m3.png
Bar = 20 um.
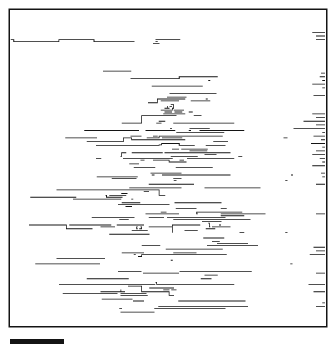
gates.png
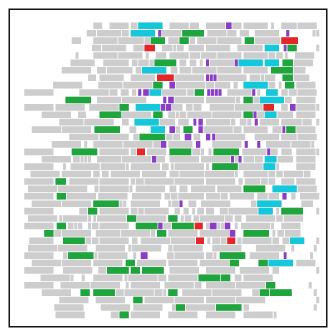
congestion_map.png
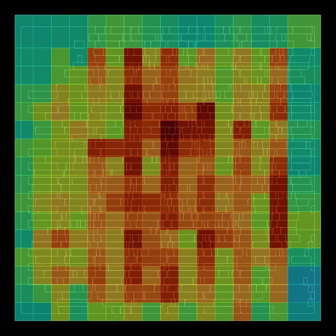
ff_map.png
Other sequential cells in the stronger grey, the rest of the logic in the fainter grey.
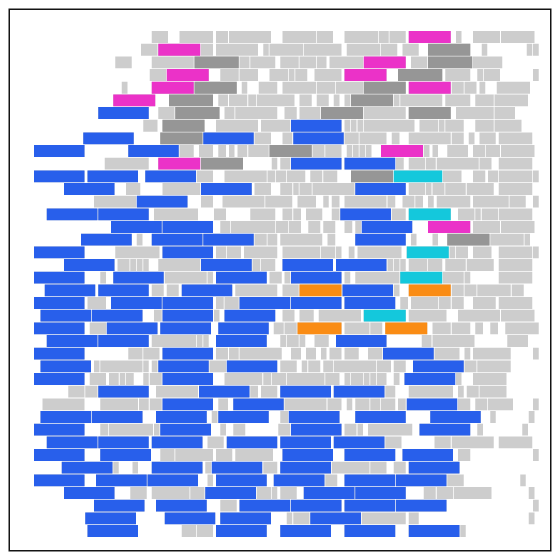
m2.png
Cells faint in the background.
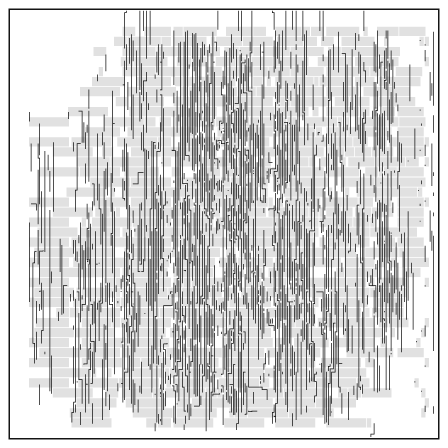
==> config.mk <==
export PLATFORM = sky130hd
export DESIGN_NAME = ram32x4_board_top
export DESIGN_NICKNAME = d
export VERILOG_FILES = /design/src/rtl/ram32x4_pkg.sv /design/src/rtl/ram32x4_seg7.sv /design/src/rtl/ram32x4_board_top.sv
export SDC_FILE = /design/constraint.sdc
export NUM_CORES = 1
export LEC_CHECK = 0
export CAP_MARGIN = 0
export CORE_MARGIN = 2
export CORE_UTILIZATION = 58
export DETAILED_ROUTE_END_ITERATION = 12
export PLACE_DENSITY = 0.79
export RECOVER_POWER = 50
export SLEW_MARGIN = 15
export SYNTH_ARGS = -nofsm -noshare
export SYNTH_HDL_FRONTEND = slang
export SYNTH_SLANG_ARGS = --single-unit
==> constraint.sdc <==
create_clock -name clk -period 2.1 [get_ports clk]
set_input_delay 0.63 -clock clk [delete_from_list [all_inputs] [get_ports clk]]
set_output_delay 0.63 -clock clk [all_outputs]
set_load 0.1 [all_outputs]
==> src/rtl/ram32x4_pkg.sv <==
// Shared widths, types and display constants for the 32x4 RAM exerciser.
package ram32x4_pkg;

  localparam int ADDR_W = 5;
  localparam int DATA_W = 4;
  localparam int DEPTH  = 32;
  // One synchronizer lane each for pressed, write_enable, address and data_in
  localparam int SYNC_W = ADDR_W + DATA_W + 2;

  typedef logic [ADDR_W-1:0] addr_t;
  typedef logic [DATA_W-1:0] data_t;
  typedef logic [6:0]        seg_t;

  localparam seg_t SEG_BLANK = 7'b1111111;

endpackage

==> src/rtl/ram32x4_seg7.sv <==
// Combinational 4-bit hex to active-low seven-segment decoder (bit 0 = a ... bit 6 = g).
module seg7
  import ram32x4_pkg::*;
(
  input  logic [3:0] i_hex,
  output logic [6:0] o_seg
);

  // Hex digit lookup; unknown codes blank the digit
  always_comb begin
    o_seg = SEG_BLANK;
    case (i_hex)
      4'h0:    o_seg = 7'b1000000;
      4'h1:    o_seg = 7'b1111001;
      4'h2:    o_seg = 7'b0100100;
      4'h3:    o_seg = 7'b0110000;
      4'h4:    o_seg = 7'b0011001;
      4'h5:    o_seg = 7'b0010010;
      4'h6:    o_seg = 7'b0000010;
      4'h7:    o_seg = 7'b1111000;
      4'h8:    o_seg = 7'b0000000;
      4'h9:    o_seg = 7'b0010000;
      4'hA:    o_seg = 7'b0001000;
      4'hB:    o_seg = 7'b0000011;
      4'hC:    o_seg = 7'b1000110;
      4'hD:    o_seg = 7'b0100001;
      4'hE:    o_seg = 7'b0000110;
      4'hF:    o_seg = 7'b0001110;
      default: o_seg = SEG_BLANK;
    endcase
  end

endmodule

==> src/rtl/ram32x4_board_top.sv <==
// DE1-SoC RAM exerciser: synchronized switches/button step a 32x4 RAM, shown on seven-segment displays.
// Optional macro RAM32X4_MEM_CLEAR_EN makes the memory flop-based and cleared by reset.
module ram32x4_board_top
  import ram32x4_pkg::*;
#(
  parameter int SYNC_STAGES = 2
) (
  input  logic       clk,
  input  logic       reset,
  input  logic       step_key_n,
  input  logic       write_enable,
  input  logic [4:0] address,
  input  logic [3:0] data_in,
  output logic [6:0] hex5,
  output logic [6:0] hex4,
  output logic [6:0] hex3,
  output logic [6:0] hex2,
  output logic [6:0] hex1,
  output logic [6:0] hex0
);

  logic [SYNC_W-1:0]                   w_sync_in;
  logic [SYNC_STAGES-1:0][SYNC_W-1:0]  r_sync;
  logic [SYNC_W-1:0]                   w_sync_out;
  logic                                w_pressed;
  logic                                w_we_sync;
  addr_t                               w_addr_sync;
  data_t                               w_din_sync;
  logic                                r_pressed_prev;
  logic                                w_step;
  addr_t                               r_addr_q;
  data_t                               r_din_q;
  logic                                r_we_q;
  data_t                               r_data_out_q;
  data_t                               r_mem [DEPTH];

  assign w_sync_in = {~step_key_n, write_enable, address, data_in};

  // Input synchronizer chains, all lanes shifted together
  always_ff @(posedge clk or negedge reset) begin
    if (!reset) begin
      r_sync <= '0;
    end else begin
      r_sync <= {r_sync[SYNC_STAGES-2:0], w_sync_in};
    end
  end

  assign w_sync_out  = r_sync[SYNC_STAGES-1];
  assign w_pressed   = w_sync_out[SYNC_W-1];
  assign w_we_sync   = w_sync_out[SYNC_W-2];
  assign w_addr_sync = w_sync_out[DATA_W +: ADDR_W];
  assign w_din_sync  = w_sync_out[DATA_W-1:0];

  // Rising-edge detector on the synchronized button
  always_ff @(posedge clk or negedge reset) begin
    if (!reset) begin
      r_pressed_prev <= 1'b0;
    end else begin
      r_pressed_prev <= w_pressed;
    end
  end

  assign w_step = w_pressed & ~r_pressed_prev;

  // Input capture register and read-data register; mem read uses pre-step address
  always_ff @(posedge clk or negedge reset) begin
    if (!reset) begin
      r_addr_q     <= '0;
      r_din_q      <= '0;
      r_we_q       <= 1'b0;
      r_data_out_q <= '0;
    end else if (w_step) begin
      r_addr_q     <= w_addr_sync;
      r_din_q      <= w_din_sync;
      r_we_q       <= w_we_sync;
      r_data_out_q <= r_mem[r_addr_q];
    end else begin
      r_addr_q     <= r_addr_q;
      r_din_q      <= r_din_q;
      r_we_q       <= r_we_q;
      r_data_out_q <= r_data_out_q;
    end
  end

`ifdef RAM32X4_MEM_CLEAR_EN
  // Flop-based memory, cleared by reset; write commits the previously captured request
  always_ff @(posedge clk or negedge reset) begin
    if (!reset) begin
      for (int i = 0; i < DEPTH; i++) begin
        r_mem[i] <= '0;
      end
    end else if (w_step && r_we_q) begin
      r_mem[r_addr_q] <= r_din_q;
    end else begin
      r_mem <= r_mem;
    end
  end
`else
  // Memory without reset; a step while reset is asserted is impossible since w_step is held low
  always_ff @(posedge clk) begin
    if (w_step && r_we_q) begin
      r_mem[r_addr_q] <= r_din_q;
    end
  end
`endif

  seg7 u_seg_hex5 (.i_hex({3'b000, w_addr_sync[4]}), .o_seg(hex5));
  seg7 u_seg_hex4 (.i_hex(w_addr_sync[3:0]),         .o_seg(hex4));
  seg7 u_seg_hex2 (.i_hex(w_din_sync),               .o_seg(hex2));
  seg7 u_seg_hex0 (.i_hex(r_data_out_q),             .o_seg(hex0));

  assign hex3 = SEG_BLANK;
  assign hex1 = SEG_BLANK;

endmodule

==> run summary <==
yosys + openroad results -> status=finished, violations left, failing checks=capacitance limit, slew limit, setup timing, Final Hold Violation Tally=0, Yosys reg bits=165, tool warnings=47, # DRC=0, CP Launch Type=register, min setup slack post-route=-439 ps, Crit path arrival time=1910 ps, Synth top cell by count=edfxtp_1, Cells after Synth=476, synth cell count leaders=edfxtp_1 (128), nor2_1 (42), dfrtp_1 (37), mux2i_1 (34), nand2_1 (30), final setup fails=21, Clock Skew=11.8 ps, final tally of max-slew violations=34, final WL=17.7 mm, initial antenna violation count=0, Worst-Margin Slew=1740 ps, fraction of layout cells with a size suffix above 1=35.3%, Mean Syn Cell Area=15.3 sq um, Vias=4583, WHS Endpoint=w_sync_out[4]$_DFF_PN0_, nets=599, peak supply drop=793 uV, drt pass-1 iters=5, count of cell types in the netlist=46, Overflow after GRT=0, max_cap viols=1, f_max=394 MHz, Post-DP HPWL=10.0 mm, CTS tree=done, fillcell total=656, IO Pins=55, RSZ-0062 raised after global routing=yes, hold-critical path depth=0, critical path fanouts, max=4, number of diodes=0, R2R Setup Slk=70 ps, ys async rst share=22.4%, min Tclk post-route=2540 ps
## Picture notes: m3.png
125 nets have wire on it. The layer carries 1720 um of wire. The longest straight run is 37.5 um.

## Picture notes: gates.png
fa/ha/maj cells: in cyan, cells 21. mux cells: in green, cells 61, where all over the die. non-inverting ao/oa cells: in red, cells 8. nand cells: in purple, cells 48.

## Picture notes: congestion_map.png
routed len/inst: 23.7 um
met1 track demand over resource: 32.8%
met2 Resource Use GR: 44.0%
global-route total usage across every layer: 26.0%
GRT busiest layer: met2

## Picture notes: ff_map.png
r_sync: in magenta, placed flops 11. r_addr_q: in cyan, placed flops 5, where east. r_data_out_q: in orange, placed flops 4. r_mem: in blue, placed flops 128.
Another 17 sequential cells are not coloured.

## Picture notes: m2.png
549 nets have wire on it. The wires run mostly vertical. The layer holds 51% of the routed length. The layer carries 9060 um of wire. The longest straight run is 59.8 um.

[layout make-up]
cell class	instances	area (sq um)	share of cell area [%]
flip-flops and latches	165	4780	50.9
multi-input cells	266	2630	28.0
repair buffers	100	1140	12.1
clock buffers	18	429	4.57
well taps	168	210	2.24
clock inverters	14	138	1.46
inverters	15	71.3	0.759
[layer usage]
metal | part of all wire (%) | vias to the layer above | global-route usage, %
met1 | 36 | 2262 | 32.8
met3 | 9.7 | 60 | 6.85
met4 | 3.2 | 0 | 9.37
li1 | - | 1943 | -
met2 | 51 | 318 | 44.0
met5 | 0 | - | 0
[report_power, final]
part	total, mW	switching, mW	internal (mW)
sequential	3.80	0.136	3.67
combinational	2.88	1.79	1.09
clock	3.00	1.33	1.67
total	9.69	3.26	6.42
[worst max-delay path: stages (launching register included)]
cell and delay [ps]:
dfrtp_2 440, inv_4 80, ha_4 260, inv_2 40, mux4_2 480, buf_12 190
[repair_timing]
item	CTS	global route
pin swaps	14	9
buffers inserted	12	8
endpoints found under the setup margin	21	22
gates resized	46	21
[per-stage QoR]
stage	power [mW]	hold WS (ps)	instance area, sq um	utilization [%]	setup WS [ps]
2_1_floorplan	5.61	331	7550	-	-235
3_3_place_gp	6.39	332	8400	69.3	39.9
3_5_place_dp	6.46	335	8400	69.3	-40.8
4_1_cts	9.54	270	9250	76.4	-432
5_1_grt	9.97	356	9400	77.6	-504
6_report	9.69	347	9400	77.6	-439
[registers in the layout (all words and copies together) (netlist names)]
name and count:
w_sync_out 11, r_pressed_prev 1, r_sync 11, r_data_out_q 4
r_addr_q 5, r_mem 128, r_we_q 1, r_din_q 4
[cells in the final DEF (no fill, tap or decap), types with 8 or more instances in the layout]
master / synthesis / layout
mux4_2: 12 / 12
nand3_1: 8 / 8
ha_4: 0 / 11
mux2i_1: 34 / 31
buf_4: 22 / 47
dlygate4sd3_1: 0 / 11
dfrtp_1: 37 / 30
conb_1: 2 / 17
edfxtp_1: 128 / 128
clkbuf_16: 0 / 17
mux4_1: 11 / 11
inv_6: 1 / 8
buf_6: 5 / 10
nor2_1: 42 / 40
buf_12: 1 / 27
nand2_1: 30 / 27
[worst max path at each step]
stage | to | from | slack, ps | cells after the start
2_1_floorplan | hex0[0] | r_data_out_q[3]$_DFFE_PN0P_ | -230 | 3
3_3_place_gp | hex0[3] | r_data_out_q[0]$_DFFE_PN0P_ | 40 | 5
3_5_place_dp | hex0[3] | r_data_out_q[0]$_DFFE_PN0P_ | -40 | 5
4_1_cts | hex4[3] | w_sync_out[5]$_DFF_PN0_ | -430 | 5
5_1_grt | hex4[3] | w_sync_out[5]$_DFF_PN0_ | -500 | 5
6_report | hex2[3] | w_sync_out[0]$_DFF_PN0_ | -440 | 5
[cells by family after synthesis]
family	share of synthesized area [%]
flip-flops	65.6
AND/OR/NAND/NOR	7.14
multiplexers	13.0
buffers and inverters	5.21
AND-OR/OR-AND	5.33
adder cells (fa/ha/maj)	3.61
other	0.103
Power is estimated from default activity; no workload was simulated.
